**config.mk**
```make
export PLATFORM = sky130hd
export DESIGN_NAME = bno085_report_parser
export DESIGN_NICKNAME = d
export VERILOG_FILES = /design/src/rtl/bno085_report_parser.sv
export SDC_FILE = /design/constraint.sdc
export NUM_CORES = 1
export LEC_CHECK = 0
export CORE_MARGIN = 3
export CORE_UTILIZATION = 57
export CTS_BUF_LIST = sky130_fd_sc_hd__clkbuf_4
export DETAILED_ROUTE_END_ITERATION = 8
export GPL_TIMING_DRIVEN = 1
export PLACE_DENSITY = 0.82
export REMOVE_ABC_BUFFERS = 1
export SYNTH_ARGS = -nofsm -noshare
export SYNTH_HDL_FRONTEND = slang
export SYNTH_SLANG_ARGS = --single-unit
```
**constraint.sdc**
```tcl
create_clock -name clk -period 7 [get_ports clk]
set_input_delay 1.4 -clock clk [delete_from_list [all_inputs] [get_ports clk]]
set_output_delay 1.4 -clock clk [all_outputs]
set_load 0.02 [all_outputs]
```
**src/rtl/bno085_report_parser.sv**
```systemverilog
// SHTP report parser for the BNO085: extracts quaternion and gyroscope words on channel 3.
// Optional macro BNO085_PARSER_ROTVEC_EN adds rotation vector (0x05) parsing as a quaternion source.
module bno085_report_parser (
  input  logic               clk,
  input  logic               rst,
  input  logic               pkt_start,
  input  logic               byte_valid,
  input  logic [7:0]         byte_data,
  input  logic               pkt_end,
  output logic signed [15:0] quat_w,
  output logic signed [15:0] quat_x,
  output logic signed [15:0] quat_y,
  output logic signed [15:0] quat_z,
  output logic signed [15:0] gyro_x,
  output logic signed [15:0] gyro_y,
  output logic signed [15:0] gyro_z,
  output logic               quat_valid,
  output logic               gyro_valid,
  output logic               quat_upd,
  output logic               gyro_upd,
  output logic [7:0]         err_cnt
);

  typedef enum logic [2:0] {S_IDLE, S_HDR, S_ID, S_BODY, S_DRAIN} state_t;
  typedef enum logic [1:0] {T_NONE, T_QUAT, T_GYRO} tgt_t;

  state_t             state, state_nxt;
  logic [1:0]         hcnt;
  logic [7:0]         len_lo;
  logic [6:0]         len_hi;
  logic [7:0]         chan;
  logic [14:0]        len, rem, rem_dec;
  logic [3:0]         idx, rlen;
  tgt_t               tgt;
  logic               start, err_evt, commit_q, commit_g, body_last, sh_we;
  logic               id_known;
  logic [3:0]         id_len;
  tgt_t               id_tgt;
  logic [1:0]         widx;
  logic signed [15:0] sh [4];
  logic signed [15:0] sh_cur [4];

  assign start     = byte_valid & pkt_start;
  assign len       = {len_hi, len_lo};
  assign rem_dec   = rem - 15'd1;
  assign body_last = byte_valid && (idx == rlen - 4'd1);
  assign sh_we     = (state == S_BODY) && byte_valid && !start && (idx >= 4'd4) && (idx <= 4'd11);
  // idx 4..11 maps to word 0..3; idx[2:1] + 2 wraps 2,3,0,1 onto 0,1,2,3
  assign widx      = idx[2:1] + 2'd2;

  always_comb begin
    id_known = 1'b1;
    id_len   = 4'd0;
    id_tgt   = T_NONE;
    case (byte_data)
      8'h08: begin id_len = 4'd12; id_tgt = T_QUAT; end
`ifdef BNO085_PARSER_ROTVEC_EN
      8'h05: begin id_len = 4'd14; id_tgt = T_QUAT; end
`endif
      8'h02: begin id_len = 4'd10; id_tgt = T_GYRO; end
      8'hFB, 8'hFA: id_len = 4'd5;
      default: id_known = 1'b0;
    endcase
  end

  // Shadow view including the byte being accepted, so the final byte commits in the same edge
  always_comb begin
    for (int i = 0; i < 4; i++) sh_cur[i] = sh[i];
    if (sh_we) begin
      if (idx[0]) sh_cur[widx][15:8] = byte_data;
      else        sh_cur[widx][7:0]  = byte_data;
    end
  end

  always_ff @(posedge clk or posedge rst) begin
    if (rst) state <= S_IDLE;
    else     state <= state_nxt;
  end

  always_comb begin
    state_nxt = state;
    err_evt   = 1'b0;
    commit_q  = 1'b0;
    commit_g  = 1'b0;
    if (start) begin
      if (state == S_BODY) err_evt = 1'b1;
      state_nxt = S_HDR;
    end else begin
      case (state)
        S_HDR: begin
          if (byte_valid && hcnt == 2'd3)
            state_nxt = (chan == 8'd3 && len > 15'd4) ? S_ID : S_DRAIN;
        end
        S_ID: begin
          if (byte_valid) begin
            if (!id_known || rem_dec == 15'd0) begin
              err_evt   = 1'b1;
              state_nxt = S_DRAIN;
            end else begin
              state_nxt = S_BODY;
            end
          end
        end
        S_BODY: begin
          if (body_last) begin
            commit_q  = (tgt == T_QUAT);
            commit_g  = (tgt == T_GYRO);
            state_nxt = (rem_dec == 15'd0) ? S_DRAIN : S_ID;
          end else if (byte_valid && rem_dec == 15'd0) begin
            err_evt   = 1'b1;
            state_nxt = S_DRAIN;
          end
        end
        default: ;
      endcase
      if (pkt_end) begin
        if (state == S_BODY && !body_last) err_evt = 1'b1;
        state_nxt = S_IDLE;
      end
    end
  end

  always_ff @(posedge clk or posedge rst) begin
    if (rst) begin
      hcnt <= 2'd0;
      rem  <= 15'd0;
      idx  <= 4'd0;
      rlen <= 4'd0;
      tgt  <= T_NONE;
    end else begin
      if (start)
        hcnt <= 2'd1;
      else if (state == S_HDR && byte_valid)
        hcnt <= hcnt + 2'd1;
      if (!start && byte_valid) begin
        if (state == S_HDR && hcnt == 2'd3)
          rem <= len - 15'd4;
        else if (state == S_ID || state == S_BODY)
          rem <= rem_dec;
        if (state == S_ID) begin
          idx  <= 4'd1;
          rlen <= id_len;
          tgt  <= id_tgt;
        end else if (state == S_BODY) begin
          idx <= idx + 4'd1;
        end
      end
    end
  end

  always_ff @(posedge clk) begin
    if (start)
      len_lo <= byte_data;
    else if (state == S_HDR && byte_valid) begin
      if (hcnt == 2'd1) len_hi <= byte_data[6:0];
      if (hcnt == 2'd2) chan   <= byte_data;
    end
    if (sh_we)
      for (int i = 0; i < 4; i++) sh[i] <= sh_cur[i];
  end

  // Committed outputs: whole vectors update together on the accepting edge
  always_ff @(posedge clk or posedge rst) begin
    if (rst) begin
      quat_w     <= '0;
      quat_x     <= '0;
      quat_y     <= '0;
      quat_z     <= '0;
      gyro_x     <= '0;
      gyro_y     <= '0;
      gyro_z     <= '0;
      quat_valid <= 1'b0;
      gyro_valid <= 1'b0;
      quat_upd   <= 1'b0;
      gyro_upd   <= 1'b0;
      err_cnt    <= 8'd0;
    end else begin
      quat_upd <= commit_q;
      gyro_upd <= commit_g;
      if (commit_q) begin
        quat_x     <= sh_cur[0];
        quat_y     <= sh_cur[1];
        quat_z     <= sh_cur[2];
        quat_w     <= sh_cur[3];
        quat_valid <= 1'b1;
      end
      if (commit_g) begin
        gyro_x     <= sh_cur[0];
        gyro_y     <= sh_cur[1];
        gyro_z     <= sh_cur[2];
        gyro_valid <= 1'b1;
      end
      if (err_evt && err_cnt != 8'hFF)
        err_cnt <= err_cnt + 8'd1;
    end
  end

endmodule

```
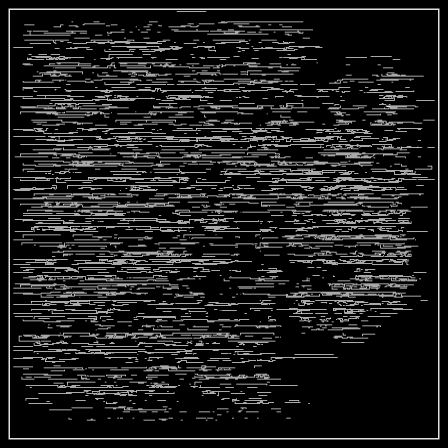
Figure 1: met1 routing.
The layer carries 10,600 microns of wire. 1,014 nets have wire on it. The wires run mostly horizontal.

==> GITHUB_STEP_SUMMARY <==
### Flow metrics

| Metric | Value |
|---|---|
| Most common logic cell in the routed design | dfrtp_1 |
| Syn Area/Cell | 11.5 sq um |
| Gr ovfl total | 0 |
| CP bufs+invs | 2 |
| Ys cells | between 900 and 1,000 |
| Status | complete, no violations |
| Cell internal pwr | between 0.002 and 0.0025 W |
| Critical-path cell list | clkdlybuf4s50_1 > and2b_1 > and2_1 > nand2_1 > nor3b_1 > nand3b_1 > mux2i_1 > inv_1 |
| Antenna violations before repair | 1 |
| Detail Route met2 WL | between 10,000 and 15,000 microns |
| Total power | between 0.002 and 0.003 W |
| Leading area contributor after synthesis | dfrtp_1 |
| Clkbuf count | 93 |
| Reg clk slew, reported paths | roughly 0.070 ns |
| Sequential power | 0.00151 W |
| Mapped Area | 0.0106 sq mm |
| Pwr Density | ~230 mW/mm^2 |
| Core ar. | around 0.018 sq mm |
| CP Capture Point | sh[0][9] |
| Layout cells sized above 1 | 13.9% |
| VDD IR-drop max | 0.148 mV |
| Finished Layout Cells | between 1,000 and 1,500 |
| Min-Delay Startpoint | gyro_valid |
| Grt peak-use layer | met2 |
| Io pins | roughly 140 |
| P_leak | 5.29 nW |
| R2r endpoint | sh[0][9] |
| Required time worst endpoint | roughly 7.4 ns |
| Switching Fraction | about a quarter |
| Stage-log warning count | 31 |
| Seq share, synth | 61.2% |
| Library cells used by synthesis | 67 |
| Asr flop ratio synth | 63.9% |
| Crit path time final | 4.03 ns |
| Vias per inst | 5.60 |
| Setup crit start | pkt_start |
| Synth warn | 0 |
| Final period util | 57.6% |
| RSZ-0062 raised after global routing | no |
| Clock sinks | ~240 |
| Clock skew | 0.0397 ns |
| Number of global-route vias before repair | 7,736 |
| Yosys synthesis chip area | 0.0106 sq mm |
| Clk_lat worst skew | 0.68 ns |
| First-pass GRT wire length | 39,900 microns |
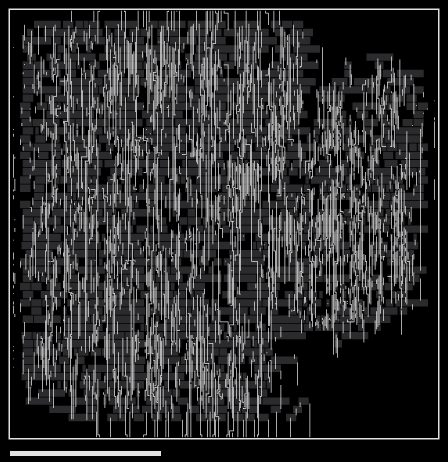
Figure 2: metal 2.
Scale bar: 50 microns.
947 nets have wire on it. The longest straight run is 63.6 microns. The layer holds 47% of the routed length.

Power and IR drop assume default switching activity.
